[src/rtl/dmem_pkg.sv]
// Shared constants for the data-memory access controller: RV32I funct3 encodings,
// FSM state codes and the default acknowledge timeout.
package dmem_pkg;

    localparam logic [2:0] F3_B  = 3'b000;
    localparam logic [2:0] F3_H  = 3'b001;
    localparam logic [2:0] F3_W  = 3'b010;
    localparam logic [2:0] F3_BU = 3'b100;
    localparam logic [2:0] F3_HU = 3'b101;

    localparam logic [1:0] IDLE = 2'd0;
    localparam logic [1:0] WAIT = 2'd1;
    localparam logic [1:0] RESP = 2'd2;

    localparam int unsigned TIMEOUT_DEFAULT = 255;

endpackage

[src/rtl/lsu_align.sv]
// Combinational lane logic: byte enables, alignment/legality checks, store lane
// shifting and load byte/halfword selection with sign or zero extension.
module lsu_align
    import dmem_pkg::*;
(
    input  logic        rd,
    input  logic        wr,
    input  logic [2:0]  fun_3,
    input  logic [1:0]  addr_lo,
    input  logic [31:0] write_data,
    input  logic [2:0]  ld_fun_3,
    input  logic [1:0]  ld_off,
    input  logic [31:0] mem_rdata,
    output logic [3:0]  be,
    output logic [31:0] wdata,
    output logic        misaligned,
    output logic        illegal,
    output logic [31:0] load_data
);

    logic [4:0]  st_shamt;
    logic [31:0] ld_shifted;

    assign st_shamt   = {addr_lo, 3'b000};
    assign ld_shifted = mem_rdata >> {ld_off, 3'b000};

    always_comb begin
        illegal = 1'b0;
        if (rd && wr) begin
            illegal = 1'b1;
        end else if (rd) begin
            illegal = !(fun_3 == F3_B || fun_3 == F3_H || fun_3 == F3_W ||
                        fun_3 == F3_BU || fun_3 == F3_HU);
        end else if (wr) begin
            illegal = !(fun_3 == F3_B || fun_3 == F3_H || fun_3 == F3_W);
        end
    end

    // Size lives in fun_3[1:0]; bit 2 only selects zero extension for loads.
    always_comb begin
        be         = 4'b0000;
        wdata      = 32'h0;
        misaligned = 1'b0;
        unique case (fun_3[1:0])
            2'b00: begin
                be    = 4'b0001 << addr_lo;
                wdata = {24'h0, write_data[7:0]} << st_shamt;
            end
            2'b01: begin
                be         = 4'b0011 << addr_lo;
                wdata      = {16'h0, write_data[15:0]} << st_shamt;
                misaligned = addr_lo[0];
            end
            2'b10: begin
                be         = 4'b1111;
                wdata      = write_data;
                misaligned = (addr_lo != 2'b00);
            end
            default: begin
                be = 4'b0000;
            end
        endcase
    end

    always_comb begin
        load_data = 32'h0;
        case (ld_fun_3)
            F3_B:    load_data = {{24{ld_shifted[7]}}, ld_shifted[7:0]};
            F3_H:    load_data = {{16{ld_shifted[15]}}, ld_shifted[15:0]};
            F3_W:    load_data = mem_rdata;
            F3_BU:   load_data = {24'h0, ld_shifted[7:0]};
            F3_HU:   load_data = {16'h0, ld_shifted[15:0]};
            default: load_data = 32'h0;
        endcase
    end

endmodule

[src/rtl/dmem_access_ctrl.sv]
// Turns one pipeline load/store into one word-aligned backend transaction and
// stalls the pipeline until it acknowledges, errors out or times out.
module dmem_access_ctrl
    import dmem_pkg::*;
#(
    parameter int unsigned TIMEOUT = TIMEOUT_DEFAULT,
    parameter int unsigned ADDR_W  = 32
) (
    input  logic              CLK,
    input  logic              RESET,
    input  logic              d_mem_r,
    input  logic              d_mem_w,
    input  logic [2:0]        fun_3,
    input  logic [ADDR_W-1:0] address,
    input  logic [31:0]       write_data,
    output logic [31:0]       read_data,
    output logic              busy_wait,
    output logic              acc_err,
    output logic              mem_req,
    output logic              mem_we,
    output logic [ADDR_W-3:0] mem_addr,
    output logic [31:0]       mem_wdata,
    output logic [3:0]        mem_be,
    input  logic [31:0]       mem_rdata,
    input  logic              mem_ack
);

    localparam int unsigned CNT_W = (TIMEOUT > 1) ? $clog2(TIMEOUT) : 1;

    logic [1:0]       state_q;
    logic [CNT_W-1:0] cnt_q;
    logic [2:0]       ld_fun_3_q;
    logic [1:0]       ld_off_q;

    logic        req, err_req, timed_out;
    logic        misaligned, illegal;
    logic [3:0]  be;
    logic [31:0] wdata, load_data;

    lsu_align u_lsu_align (
        .rd         (d_mem_r),
        .wr         (d_mem_w),
        .fun_3      (fun_3),
        .addr_lo    (address[1:0]),
        .write_data (write_data),
        .ld_fun_3   (ld_fun_3_q),
        .ld_off     (ld_off_q),
        .mem_rdata  (mem_rdata),
        .be         (be),
        .wdata      (wdata),
        .misaligned (misaligned),
        .illegal    (illegal),
        .load_data  (load_data)
    );

    assign req       = d_mem_r | d_mem_w;
    assign err_req   = req & (misaligned | illegal);
    assign timed_out = (TIMEOUT != 0) && (cnt_q == CNT_W'(TIMEOUT - 1));

    always_comb begin
        busy_wait = 1'b0;
        case (state_q)
            IDLE:    busy_wait = req & ~err_req;
            WAIT:    busy_wait = 1'b1;
            default: busy_wait = 1'b0;
        endcase
    end

    always_ff @(posedge CLK) begin
        if (!RESET) begin
            state_q    <= IDLE;
            cnt_q      <= '0;
            ld_fun_3_q <= 3'b000;
            ld_off_q   <= 2'b00;
            mem_req    <= 1'b0;
            mem_we     <= 1'b0;
            mem_addr   <= '0;
            mem_wdata  <= 32'h0;
            mem_be     <= 4'b0000;
            read_data  <= 32'h0;
            acc_err    <= 1'b0;
        end else begin
            acc_err <= 1'b0;
            case (state_q)
                IDLE: begin
                    if (err_req) begin
                        acc_err   <= 1'b1;
                        read_data <= 32'h0;
                    end else if (req) begin
                        mem_req    <= 1'b1;
                        mem_we     <= d_mem_w;
                        mem_addr   <= address[ADDR_W-1:2];
                        mem_be     <= be;
                        mem_wdata  <= wdata;
                        ld_fun_3_q <= fun_3;
                        ld_off_q   <= address[1:0];
                        cnt_q      <= '0;
                        state_q    <= WAIT;
                    end
                end
                WAIT: begin
                    if (mem_ack) begin
                        if (!mem_we) begin
                            read_data <= load_data;
                        end
                        mem_req <= 1'b0;
                        mem_we  <= 1'b0;
                        state_q <= RESP;
                    end else if (timed_out) begin
                        mem_req   <= 1'b0;
                        mem_we    <= 1'b0;
                        acc_err   <= 1'b1;
                        read_data <= 32'h0;
                        state_q   <= RESP;
                    end else begin
                        cnt_q <= cnt_q + 1'b1;
                    end
                end
                default: state_q <= IDLE;
            endcase
        end
    end

endmodule

[config.mk]
export PLATFORM = sky130hd
export DESIGN_NAME = dmem_access_ctrl
export DESIGN_NICKNAME = d
export VERILOG_FILES = /design/src/rtl/dmem_pkg.sv /design/src/rtl/lsu_align.sv /design/src/rtl/dmem_access_ctrl.sv
export SDC_FILE = /design/constraint.sdc
export NUM_CORES = 1
export LEC_CHECK = 0
export CAP_MARGIN = 20
export CORE_ASPECT_RATIO = 0.75
export CORE_MARGIN = 2
export CORE_UTILIZATION = 30
export DETAILED_ROUTE_END_ITERATION = 8
export PLACE_DENSITY = 0.69
export SLEW_MARGIN = 20
export SYNTH_ARGS = -nofsm -noshare
export SYNTH_HDL_FRONTEND = slang
export SYNTH_SLANG_ARGS = --single-unit
[constraint.sdc]
create_clock -name CLK -period 2.4 [get_ports CLK]
set_input_delay 0.24 -clock CLK [delete_from_list [all_inputs] [get_ports CLK]]
set_output_delay 0.24 -clock CLK [all_outputs]
set_load 0.01 [all_outputs]
**Run 1: PDN straps and rails**

Bar = 50 um. Pins as bars on the die edge. Tap cells in gray.
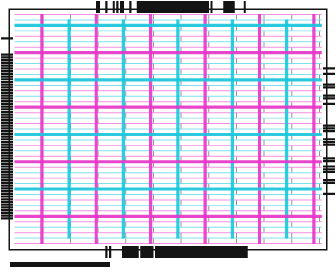
Cyan is VDD. Magenta is VSS.
The core has 42 rows. 43 met1 rails follow the rows.

**Run 1: cell classes on the final placement**

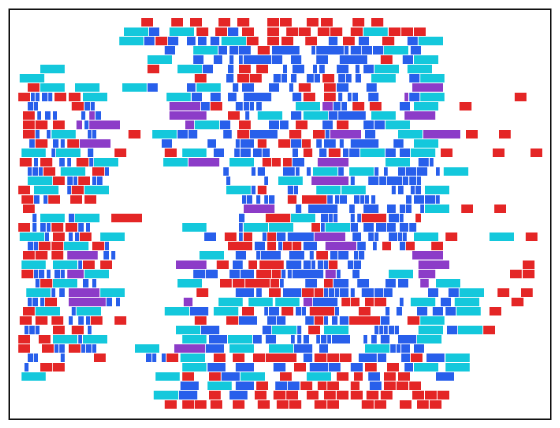
Red is other buffers and delay cells, cells 244, share of their area 30%. Blue is combinational and other logic, cells 412, share of their area 35%. Purple is clock drivers and dummy loads, cells 32, share of their area 7.6%. Cyan is flops, cells 116, share of their area 28%.

**Run 1: clock network drawn from the DEF**

Bar = 50 um.
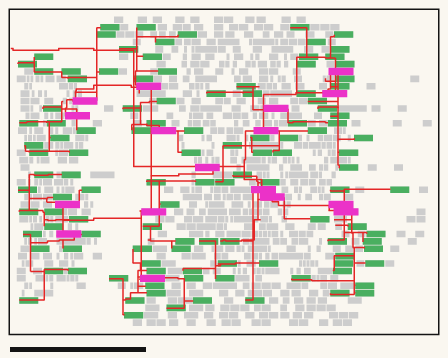
Green is flip-flops, count 116. Magenta is clock drivers, count 17. Red is clock wires, length 1630 um.
Position of the flops: spread over the die.

**Run 1: routed metal, one color a layer**

Bar = 50 um. Two of the layers only.
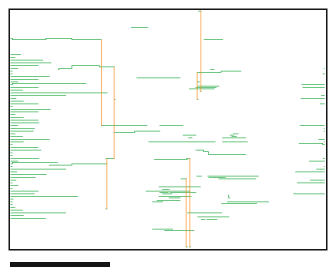
Orange is metal 4, wire length 246 um. Green is metal 3, wire length 1430 um.

==> flow_summary.json, run 1 <==
{
  "power_density_mw_per_mm2": 705,
  "regToRegEndpoint": "read_data[22]$_SDFFE_PN0P_",
  "biggestRegsByFlops": "mem_wdata: 32 flops, read_data: 32 flops, mem_addr: 30 flops",
  "final_critical_path_setup_slack_ns": 0.0555,
  "overflow": 0,
  "n_sequential_cell": 116,
  "hpwl_mm": 12.4,
  "setup_violations": 0,
  "tritoncts": "done",
  "holdWs_ns": 0.315,
  "track_usage_pct": 18.8,
  "yosys.cell_count.top_type": "sky130_fd_sc_hd__dfxtp_1",
  "critPathKind": "in2reg",
  "crit_start": "fun_3[0]",
  "vertical_die_dimension_um": 119,
  "fp.dieW_um": 158,
  "post_synth_num_cell_types": 51,
  "clock_buffer_count": 20,
  "clock_buffer_count_from_cts": 17,
  "multiInputCombCellCount": 404,
  "timing_worst_slew_pin_value_ns": 0.668,
  "outcome": "finished, final reports clean",
  "total_leakage_power_nw": 3.28,
  "timing.setup.tns_ns": 0,
  "antenna_found_initial": 0,
  "path_clk_slew_ns": 0.06,
  "topCellsByArea": "sky130_fd_sc_hd__dfxtp_1 (44%), sky130_fd_sc_hd__a22o_1 (7.9%), sky130_fd_sc_hd__nand2_1 (7.3%)",
  "ys_ff": 116,
  "grt_pass1_wl_mm": 27.5,
  "synthDominantAreaCellType": "sky130_fd_sc_hd__dfxtp_1",
  "post-route-drc-count": 0,
  "detail_route.wirelength_mm": 17.7,
  "synth-warning-count": 0,
  "vias_per_cell": 4.94,
  "min-delay-path-class": "in2reg",
  "ys_dominant_reg_cell": "sky130_fd_sc_hd__dfxtp_1",
  "count_of_non_filler_cells_in_the_finished_layout": 1046,
  "r2r_setup_slack_ns": 0.41,
  "die-area_sq_mm": 0.0188,
  "ys_async_sr_fraction_pct": 0,
  "n_all_buffers": 244,
  "tapcell.inserted": 242,
  "synthToLayoutAreaGrowth_pct": 62.1,
  "drt_first_iter_violations": 404,
  "syn-instance-count": 568,
  "timing.slew.headroom_pct": 55.0,
  "bufAreaShareNonClock_pct": 28.8,
  "finalCritPeriodShare_pct": 97.7,
  "nonClockInverterCount": 8,
  "ctsLongestPathBuffers": 2,
  "clock.fmax_mhz": 427,
  "critical_path_peak_fanout": 9,
  "max_cap_violation_count": 0,
  "buffer_ports.inserted": 205,
  "dr.pass1.iters": 6,
  "fin_worst_skew_ns": 0.00563,
  "post-place-ws_ns": -0.362,
  "clock_latency_ns": 0.41,
  "fraction_of_final_layout_cells_sized_beyond_drive_strength_1_pct": 14.6,
  "fillerInstances": 1629,
  "comb_share_pct": 32.9,
  "cts_stage_hold_buffer_count": 0,
  "final_net_count": 901,
  "clkCellAreaFrac_pct": 7.37,
  "initial_core_utilization_pct": 30.3,
  "logic_area_sq_mm": 0.00284,
  "regToRegStartpoint": "ld_off_q[1]$_SDFFE_PN0P_",
  "synth.avg_cell_area_sq_um": 9.35,
  "grt_pass1_vias": 5079,
  "num_io_pins": 206,
  "critical_path.endpoint": "mem_wdata[9]$_SDFFE_PN0P_",
  "final_hold_viol_count": 0,
  "gp_routability_congestion": 0.835,
  "rsz_0062_raised_after_global_routing": "no",
  "route.vias.total": 5169,
  "cts_root_buffer": "sky130_fd_sc_hd__clkbuf_16",
  "power_after_layout_w": 0.00606,
  "enable_flop_cells": 0,
  "antenna-diode-count": 0,
  "log.warning_count": 30,
  "ys_cells": 568,
  "seq_area_frac_synth_pct": 43.7,
  "sh_seq_area_pct": 27.0,
  "period_needed_ns": 2.34,
  "drv_slew": 0,
  "crit_path_end_kind": "register",
  "pin_count_of_the_biggest_net_entering_global_routing": 37,
  "top_area_cell_class": "combinational gates",
  "dp.cells": 1010,
  "timing.critical_path.required_ns": 2.74,
  "crit_arrival_ns": 2.68,
  "remaining_antenna_violation_count": 0,
  "syn-cell-area_sq_mm": 0.00531,
  "rows": 42,
  "placeable_core_area_sq_mm": 0.0175,
  "ys_top_cells_by_count": "sky130_fd_sc_hd__dfxtp_1 (116), sky130_fd_sc_hd__nand2_1 (103), sky130_fd_sc_hd__a22o_1 (48), sky130_fd_sc_hd__a21oi_1 (40), sky130_fd_sc_hd__nor2_1 (32)",
  "worstRegToRegCells": 6,
  "cts.sinks": 116,
  "ir_worst_vdd_uv": 505,
  "detail_route.wl_per_cell_um": 16.9,
  "ctsHtreeMaxLevel": 4,
  "flop_area_sq_mm": 0.00232,
  "post-synth-top-area-fraction_pct": 43.7,
  "floorplan.nets": 678,
  "crit_path_start_kind": "primary input",
  "synth_chip_area_sq_mm": 0.00531
}
run 1: metal layers:
metal	part of all wire, %	global-route usage, %	up-vias	wire (um)
li1	-	-	2548	-
met1	47	26.5	2414	8270
met2	44	26.8	189	7720
met3	8.1	6.62	18	1430
met4	1.4	5.74	0	245
met5	0	0	-	0
run 1: worst min-delay path by stage:
stage                                          from                    endpoint  slack [ns]  depth (start not counted)
after floorplan                       write_data[0]   mem_wdata[0]$_SDFFE_PN0P_        0.37                          1
after global placement     mem_addr[2]$_SDFFE_PN0P_    mem_addr[2]$_SDFFE_PN0P_        0.44                          2
after detailed placement  mem_addr[19]$_SDFFE_PN0P_   mem_addr[19]$_SDFFE_PN0P_        0.45                          2
after CTS                               address[11]    mem_addr[9]$_SDFFE_PN0P_        0.36                          3
after global routing                       fun_3[1]  ld_fun_3_q[1]$_SDFFE_PN0P_        0.32                          4
final                                      fun_3[1]  ld_fun_3_q[1]$_SDFFE_PN0P_        0.32                          4
run 1: metrics by stage:
step | area (sq um) | util (%)
5_1_grt | 8610 | 49.2
6_report | 8610 | 49.2
3_5_place_dp | 7850 | 44.9
3_3_place_gp | 7850 | 44.9
4_1_cts | 8480 | 48.5
2_1_floorplan | 5310 | -
run 1: where the power goes:
part           internal [W]  switching [W]
combinational      0.000654       0.000603
sequential          0.00203      0.0000696
clock               0.00179       0.000915
total               0.00448        0.00159
run 1: cell usage in the layout (no fill, tap or decap), types with 8 or more instances in the layout:
master / synthesis / final
sky130_fd_sc_hd__a22oi_1: 18 / 18
sky130_fd_sc_hd__o21ai_0: 21 / 20
sky130_fd_sc_hd__o2bb2ai_2: 20 / 20
sky130_fd_sc_hd__a21oi_1: 40 / 39
sky130_fd_sc_hd__mux4_2: 8 / 8
sky130_fd_sc_hd__nor2_1: 32 / 31
sky130_fd_sc_hd__a21o_1: 18 / 18
sky130_fd_sc_hd__a222oi_1: 8 / 8
sky130_fd_sc_hd__buf_4: 0 / 29
sky130_fd_sc_hd__a22o_1: 48 / 48
sky130_fd_sc_hd__nand2_1: 103 / 103
sky130_fd_sc_hd__clkbuf_16: 0 / 20
sky130_fd_sc_hd__dfxtp_1: 116 / 116
sky130_fd_sc_hd__clkdlybuf4s50_1: 0 / 203
sky130_fd_sc_hd__nand3_1: 11 / 11
run 1: kinds of logic (layout without fill, tap and decap cells):
logic type      Yosys count  after routing  synth area share [%]
mux                      16             16                  4.93
flops                   116            116                  43.7
xor+xnor                  6              6                 0.990
buf+inv                  48            284                  3.94
fa+ha+maj                 6              6                  1.41
compound gates          198            198                  30.1
simple gates            178            178                  14.9
run 1: worst max-delay path, cell delays in order:
cell and delay [ns]:
sky130_fd_sc_hd__clkdlybuf4s50_1 0.43, sky130_fd_sc_hd__buf_4 0.16, sky130_fd_sc_hd__ha_1 0.21, sky130_fd_sc_hd__o211a_1 0.23, sky130_fd_sc_hd__or4_4 0.52, sky130_fd_sc_hd__a2111o_4 0.54, sky130_fd_sc_hd__buf_4 0.21, sky130_fd_sc_hd__o2bb2ai_1 0.14
run 1: repair_timing:
item                                   CTS  global route
gates resized                            2             9
gates cloned                             0             3
pin swaps                                0             1
endpoints found under the hold margin    0             0
buffers inserted                         0             1
setup endpoints to repair                1            53
==> run 2: changes to the inputs <==
MAX_ROUTING_LAYER = met4   (was unset)
**Run 2: clock network drawn from the DEF**

Bar = 50 um.
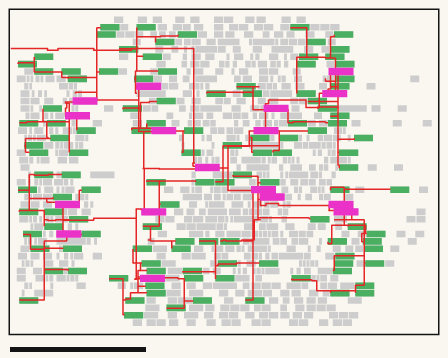
Magenta is clock drivers, count 17. Green is flip-flops, count 116. Red is clock wires, length 1630 um.
Position of the flops: spread over the die. There are 18 routed clock nets.

==> run 2 against run 1 <==
Total power barely moved. Die size unchanged. Wire length rose by 0.20%. Clock-buffer cell count unchanged. First-iteration DRC count is 0.25% lower. Worst hold slack better by 0.0025 ns. Global-route usage is 0.55 points higher. Cell count stayed put. Combinational power is essentially flat. Highest routed layer unchanged. Area after synthesis did not move. Sequential share of layout area did not move.
==> flow_summary.json, run 2 <==
{
  "pin_count_of_the_biggest_net_entering_global_routing": 37,
  "syn-cell-area_sq_mm": 0.00531,
  "synthToLayoutAreaGrowth_pct": 62.1,
  "clock.fmax_mhz": 426,
  "topCellsByArea": "sky130_fd_sc_hd__dfxtp_1 (44%), sky130_fd_sc_hd__a22o_1 (7.9%), sky130_fd_sc_hd__nand2_1 (7.3%)",
  "final_hold_viol_count": 0,
  "timing.critical_path.required_ns": 2.74,
  "biggestRegsByFlops": "mem_wdata: 32 flops, read_data: 32 flops, mem_addr: 30 flops",
  "ys_cells": 568,
  "synth-warning-count": 0,
  "timing_worst_slew_pin_value_ns": 0.662,
  "critPathKind": "in2reg",
  "ys_top_cells_by_count": "sky130_fd_sc_hd__dfxtp_1 (116), sky130_fd_sc_hd__nand2_1 (103), sky130_fd_sc_hd__a22o_1 (48), sky130_fd_sc_hd__a21oi_1 (40), sky130_fd_sc_hd__nor2_1 (32)",
  "power_density_mw_per_mm2": 704,
  "cts_root_buffer": "sky130_fd_sc_hd__clkbuf_16",
  "path_delay_family": "AND-OR/OR-AND gates",
  "floorplan.nets": 678,
  "worst-path-buf-inv": 3,
  "power.share.sequential_pct": 34.6,
  "total_leakage_power_nw": 3.28,
  "enable_flop_cells": 0,
  "max_cap_violation_count": 0,
  "detail_route.wirelength_mm": 17.7,
  "fillerInstances": 1629,
  "p_switching_w": 0.00159,
  "ctsLongestPathBuffers": 2,
  "syn-instance-count": 568,
  "detail_route.wl_per_cell_um": 16.9,
  "fp.dieW_um": 158,
  "setup_violations": 0,
  "timing.slew.headroom_pct": 55.4,
  "rows": 42,
  "route.vias.total": 5194,
  "overflow": 0,
  "crit_chain": "clkdlybuf4s50_1, buf_4, ha_1, o211a_1, or4_4, a2111o_4, buf_4, o2bb2ai_1",
  "dr.pass1.iters": 5,
  "synth_chip_area_sq_mm": 0.00531,
  "fraction_of_final_layout_cells_sized_beyond_drive_strength_1_pct": 14.6,
  "hpwl_mm": 12.4,
  "post-synth-top-area-fraction_pct": 43.7,
  "cell_with_the_most_instances_on_the_worst_path": "sky130_fd_sc_hd__buf_4",
  "antenna-diode-count": 0,
  "antenna_found_initial": 0,
  "critPathMaxStageDelay_ns": 0.54,
  "comb_power_share_pct": 20.8,
  "clock_latency_ns": 0.41,
  "placeable_core_area_sq_mm": 0.0175,
  "cts_stage_hold_buffer_count": 0,
  "crit_path_end_kind": "register",
  "rsz_0062_raised_after_global_routing": "no",
  "timing.setup.tns_ns": 0,
  "min-delay-path-class": "in2reg",
  "vertical_die_dimension_um": 119,
  "ys_dominant_reg_cell": "sky130_fd_sc_hd__dfxtp_1",
  "outcome": "finished, final reports clean",
  "grt_pass1_vias": 5097,
  "ys_async_sr_fraction_pct": 0,
  "crit_arrival_ns": 2.68,
  "ys_ff": 116,
  "gp_routability_congestion": 0.848,
  "cts.sinks": 116,
  "internal-power_w": 0.00448,
  "path_clk_slew_ns": 0.06,
  "log.warning_count": 30,
  "timing.critical_path.slowest_stage_cell": "sky130_fd_sc_hd__a2111o_4",
  "p_clk_share_pct": 44.6,
  "seq_area_frac_synth_pct": 43.7,
  "initial_core_utilization_pct": 30.3,
  "top_layout_cells": "sky130_fd_sc_hd__clkdlybuf4s50_1 (203), sky130_fd_sc_hd__dfxtp_1 (116), sky130_fd_sc_hd__nand2_1 (103)",
  "post-route-drc-count": 0,
  "synth.avg_cell_area_sq_um": 9.35,
  "die-area_sq_mm": 0.0188,
  "power_after_layout_w": 0.00606,
  "dp.cells": 1010,
  "finalCritPeriodShare_pct": 97.8,
  "track_usage_pct": 19.4,
  "drv_slew": 0,
  "synthDominantAreaCellType": "sky130_fd_sc_hd__dfxtp_1",
  "clock_buffer_count_from_cts": 17,
  "yosys.cell_count.top_type": "sky130_fd_sc_hd__dfxtp_1",
  "post_synth_num_cell_types": 51,
  "dpl_cell_area_sq_mm": 0.00785,
  "count_of_non_filler_cells_in_the_finished_layout": 1046,
  "ir_worst_vdd_uv": 503,
  "num_io_pins": 206,
  "final_net_count": 901,
  "holdWs_ns": 0.318,
  "grt_pass1_wl_mm": 27.4,
  "vias_per_cell": 4.97,
  "switching_share_of_power_pct": 26.2,
  "critical_path_peak_fanout": 9,
  "tritoncts": "done",
  "buffer_ports.inserted": 205,
  "ctsHtreeMaxLevel": 4,
  "period_needed_ns": 2.35,
  "drt_first_iter_violations": 403,
  "fin_worst_skew_ns": 0.00453,
  "post_layout_instance_area_sq_mm": 0.00861,
  "crit_path_start_kind": "primary input",
  "remaining_antenna_violation_count": 0,
  "final_layout_top_logic_cell": "sky130_fd_sc_hd__clkdlybuf4s50_1"
}
**Run 2: cell classes on the final placement**

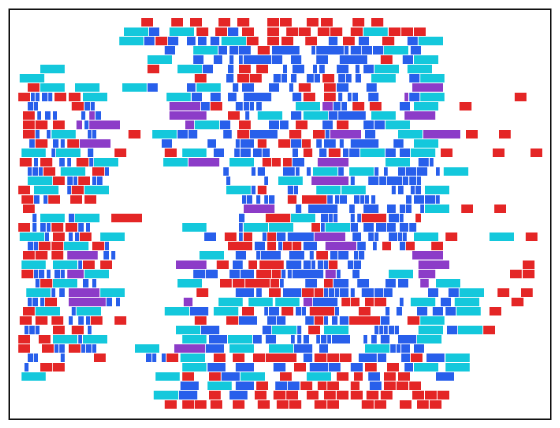
Red is other buffers and delay cells, cells 244, share of their area 30%. Purple is clock drivers and dummy loads, cells 32, share of their area 7.6%. Cyan is flops, cells 116, share of their area 28%. Blue is combinational and other logic, cells 412, share of their area 35%.

[run 2: cell counts after synthesis]
No cell type changed its count.
[run 2: path summary, 6_finish.rpt]
path	endpoint	startpoint	slack [ns]	depth (start not counted)
min reg2reg	mem_addr[20]$_SDFFE_PN0P_	mem_addr[20]$_SDFFE_PN0P_	0.45	2
min	ld_fun_3_q[1]$_SDFFE_PN0P_	fun_3[1]	0.32	4
max reg2reg	read_data[22]$_SDFFE_PN0P_	ld_off_q[1]$_SDFFE_PN0P_	0.40	6
max	mem_wdata[9]$_SDFFE_PN0P_	fun_3[0]	0.05	8
[run 2: kinds of logic (layout without fill, tap and decap cells)]
logic type      Yosys count  count (layout)  synth area share, %
buf+inv                  48             284                 3.94
fa+ha+maj                 6               6                 1.41
flops                   116             116                 43.7
mux                      16              16                 4.93
simple gates            178             178                 14.9
compound gates          198             198                 30.1
xor+xnor                  6               6                0.990
[run 2: stage by stage]
step	setup slack (ns)	util [%]
CTS	0.0188	48.5
global placement	-0.368	44.9
finish	0.0520	49.2
floorplan	0.264	-
global route	0.0158	49.2
detailed placement	-0.362	44.9
[run 2: what timing repair did]
action	in CTS	in global routing
buffers inserted	0	1
gates resized	2	9
cloned	0	3
setup endpoints to repair	1	52
pin swaps	0	1
[run 2: final cells by class]
cell class | count | area (sq um) | area share, %
multi-input cells | 404 | 2840 | 32.9
repair buffers | 244 | 2480 | 28.8
flip-flops and latches | 116 | 2320 | 27.0
clock buffers | 20 | 457 | 5.31
well taps | 242 | 303 | 3.52
clock inverters | 12 | 178 | 2.06
inverters | 8 | 30.0 | 0.349
[run 2: power groups by stage]
stage	clock network (W)	registers, W	logic [W]
detailed placement	0	0.00214	0.00119
floorplan	0	0.00217	0.000538
finish	0.00270	0.00210	0.00126
CTS	0.00276	0.00210	0.00120
global placement	0	0.00214	0.00119
global route	0.00287	0.00211	0.00136
[run 2: metal layers]
layer | part of all wire (%) | up-vias | global-route usage, %
li1 | - | 2555 | -
met1 | 49 | 2455 | 27.4
met2 | 43 | 168 | 26.7
met3 | 6.4 | 16 | 5.57
met4 | 1.2 | 0 | 5.57
met5 | 0 | - | -
[run 2: worst register-to-register path, stage by stage, from the launching register on]
cell,delay (ns)
sky130_fd_sc_hd__dfxtp_1,0.53
sky130_fd_sc_hd__nor2b_1,0.53
sky130_fd_sc_hd__a32oi_1,0.22
sky130_fd_sc_hd__o21ai_1,0.15
sky130_fd_sc_hd__buf_4,0.25
sky130_fd_sc_hd__a21o_1,0.14
sky130_fd_sc_hd__a22o_1,0.13
==> run 3: changes to the inputs <==
CTS_BUF_LIST = sky130_fd_sc_hd__clkbuf_4 sky130_fd_sc_hd__clkbuf_8 sky130_fd_sc_hd__clkbuf_16   (was unset)
clock period = 2.8 ns   (was 2.4 ns; I/O delays follow)
**Run 3: routed metal, one color a layer**

Bar = 50 um. Two of the layers only.
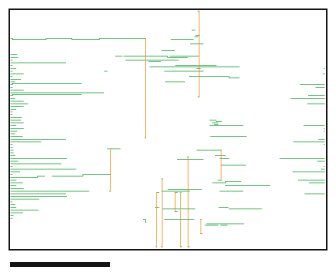
Orange is metal 4, wire length 278 um. Green is metal 3, wire length 1310 um.

==> run 3 against run 2 <==
Final area shrank 2.1%. Synthesized cell count did not move. Highest routed layer unchanged. Combinational power shrank 18%. Sequential cell count unchanged. Area after synthesis is the same. Worst setup slack better by 0.35 ns.
==> flow_summary.json, run 3 <==
{
  "synthToLayoutAreaGrowth_pct": 58.7,
  "fp.dieW_um": 158,
  "maxUsedRoutingLayer": "met4",
  "ys_top_cells_by_count": "sky130_fd_sc_hd__dfxtp_1 (116), sky130_fd_sc_hd__nand2_1 (103), sky130_fd_sc_hd__a22o_1 (48), sky130_fd_sc_hd__a21oi_1 (40), sky130_fd_sc_hd__nor2_1 (32)",
  "num_io_pins": 206,
  "timing_worst_slew_pin_value_ns": 0.956,
  "yosys.cell_count.top_type": "sky130_fd_sc_hd__dfxtp_1",
  "drv_slew": 0,
  "worstHoldPathCells": 3,
  "buffer_ports.inserted": 205,
  "fraction_of_final_layout_cells_sized_beyond_drive_strength_1_pct": 13.1,
  "antenna-diode-count": 0,
  "initial_core_utilization_pct": 30.3,
  "log.warning_count": 30,
  "grt_pass1_vias": 5026,
  "met3RoutedLength_mm": 1.31,
  "floorplan.nets": 678,
  "timing.setup.tns_ns": 0,
  "detail_route.wl_per_cell_um": 16.7,
  "comb_power_share_pct": 20.3,
  "drt_first_iter_violations": 360,
  "ctsLongestPathBuffers": 2,
  "enable_flop_cells": 0,
  "power_after_layout_w": 0.00507,
  "synthDominantAreaCellType": "sky130_fd_sc_hd__dfxtp_1",
  "route.vias.total": 5161,
  "fillerInstances": 1618,
  "switching_share_of_power_pct": 27.0,
  "biggestRegsByFlops": "mem_wdata: 32 flops, read_data: 32 flops, mem_addr: 30 flops",
  "ir_worst_vdd_uv": 440,
  "pin_count_of_the_biggest_net_entering_global_routing": 45,
  "post_layout_instance_area_sq_mm": 0.00843,
  "antenna_found_initial": 0,
  "outcome": "finished, final reports clean",
  "dpl_cell_area_sq_mm": 0.00781,
  "detailroute.wirelength.met2_mm": 7.55,
  "holdWs_ns": 0.410,
  "synth-warning-count": 0,
  "ys_ff": 116,
  "top_layout_cells": "sky130_fd_sc_hd__clkdlybuf4s50_1 (204), sky130_fd_sc_hd__dfxtp_1 (116), sky130_fd_sc_hd__nand2_1 (103)",
  "syn-cell-area_sq_mm": 0.00531,
  "min-delay-path-class": "in2reg",
  "clock.fmax_mhz": 416,
  "post-cts-setup-buffer-count": 0,
  "post-synth-top-area-fraction_pct": 43.7,
  "total_leakage_power_nw": 3.21,
  "timing.critical_path.slowest_stage_cell": "sky130_fd_sc_hd__or4_4",
  "placeable_core_area_sq_mm": 0.0175,
  "tritoncts": "done",
  "gp_routability_congestion": 0.857,
  "die-area_sq_mm": 0.0188,
  "synth.avg_cell_area_sq_um": 9.35,
  "critical_path_peak_fanout": 4,
  "critPathKind": "in2reg",
  "max_cap_violation_count": 0,
  "grt_pass1_wl_mm": 26.7,
  "final_hold_viol_count": 0,
  "vias_per_cell": 4.97,
  "post_synth_num_cell_types": 51,
  "routedLengthMet1_mm": 8.18,
  "final_net_count": 893,
  "rsz_0062_raised_after_global_routing": "no",
  "period_needed_ns": 2.40,
  "rows": 42,
  "topCellsByArea": "sky130_fd_sc_hd__dfxtp_1 (44%), sky130_fd_sc_hd__a22o_1 (7.9%), sky130_fd_sc_hd__nand2_1 (7.3%)",
  "overflow": 0
}
**Run 3: clock nets**

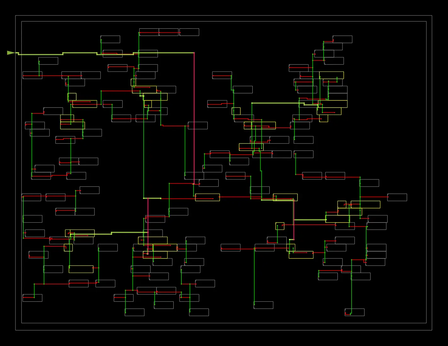
total number of clock tree sinks: 116
clock latency of the later-clocked register in the worst-skew pair: 0.41 ns
tally of clock buffers in the finished layout: 18
flip-flop and latch count: 116
clock buffer count from CTS: 17

==> run 3: repair_timing <==
action	in CTS	in global routing
hold endpoints to repair	0	0
hold buffers	0	0
setup endpoints to repair	0	1
resized	0	2
==> run 3: metal layers <==
metal,up-vias,track usage (%)
met5,-,-
met4,0,5.51
met3,22,6.44
met2,195,26.3
met1,2416,26.0
li1,2528,-
==> run 3: area by class of cell <==
| cell class | instances | area (sq um) | area share [%] |
|---|---|---|---|
| Sequential cell | 116 | 2320 | 27.6 |
| Tap cell | 242 | 303 | 3.59 |
| Clock inverter | 14 | 176 | 2.09 |
| Inverter | 8 | 30.0 | 0.356 |
| Multi-Input combinational cell | 404 | 2810 | 33.3 |
| Clock buffer | 18 | 439 | 5.21 |
| Timing Repair Buffer | 236 | 2350 | 27.9 |
==> run 3: power by group through the flow <==
stage	clock network, W	logic (W)	registers [W]
final	0.00225	0.00103	0.00180
after global routing	0.00239	0.00111	0.00181
after CTS	0.00230	0.00103	0.00180
after detailed placement	0	0.00103	0.00183
after global placement	0	0.00102	0.00183
after floorplan	0	0.000461	0.00186
==> run 3: tightest hold or removal path, delay by kind of cell <==
kind	cells	cell delay (ns)
compound gates	1	0.05
buf+inv	1	0.39
simple gates	1	0.05
==> run 3: final timing paths <==
check        slack [ns]                 startpoint                    endpoint
max                0.40                   fun_3[0]      mem_be[3]$_SDFFE_PN0P_
min                0.41                address[11]    mem_addr[9]$_SDFFE_PN0P_
max reg2reg        0.81   ld_off_q[1]$_SDFFE_PN0P_  read_data[16]$_SDFFE_PN0P_
min reg2reg        0.45  mem_addr[21]$_SDFFE_PN0P_   mem_addr[21]$_SDFFE_PN0P_
==> run 3: metrics by stage <==
| stage | setup slack, ns | std cells | utilization, % |
|---|---|---|---|
| floorplan | 0.624 | 568 | - |
| global placement | 0.0241 | 1006 | 44.6 |
| detailed placement | -0.0105 | 1006 | 44.6 |
| CTS | 0.0106 | 1038 | 48.1 |
| global route | 0.317 | 1038 | 48.1 |
| finish | 0.399 | 1038 | 48.1 |
==> run 3: cell families (layout without fill, tap and decap cells) <==
| kind of cell | after synthesis | after routing | synth area share [%] |
|---|---|---|---|
| AND-OR/OR-AND | 198 | 198 | 30.1 |
| XOR/XNOR | 6 | 6 | 0.990 |
| adder cells (fa/ha/maj) | 6 | 6 | 1.41 |
| buffers and inverters | 48 | 276 | 3.94 |
| flip-flops | 116 | 116 | 43.7 |
| multiplexers | 16 | 16 | 4.93 |
| AND/OR/NAND/NOR | 178 | 178 | 14.9 |
No activity file was given, so power comes from the tool's default toggle rates.
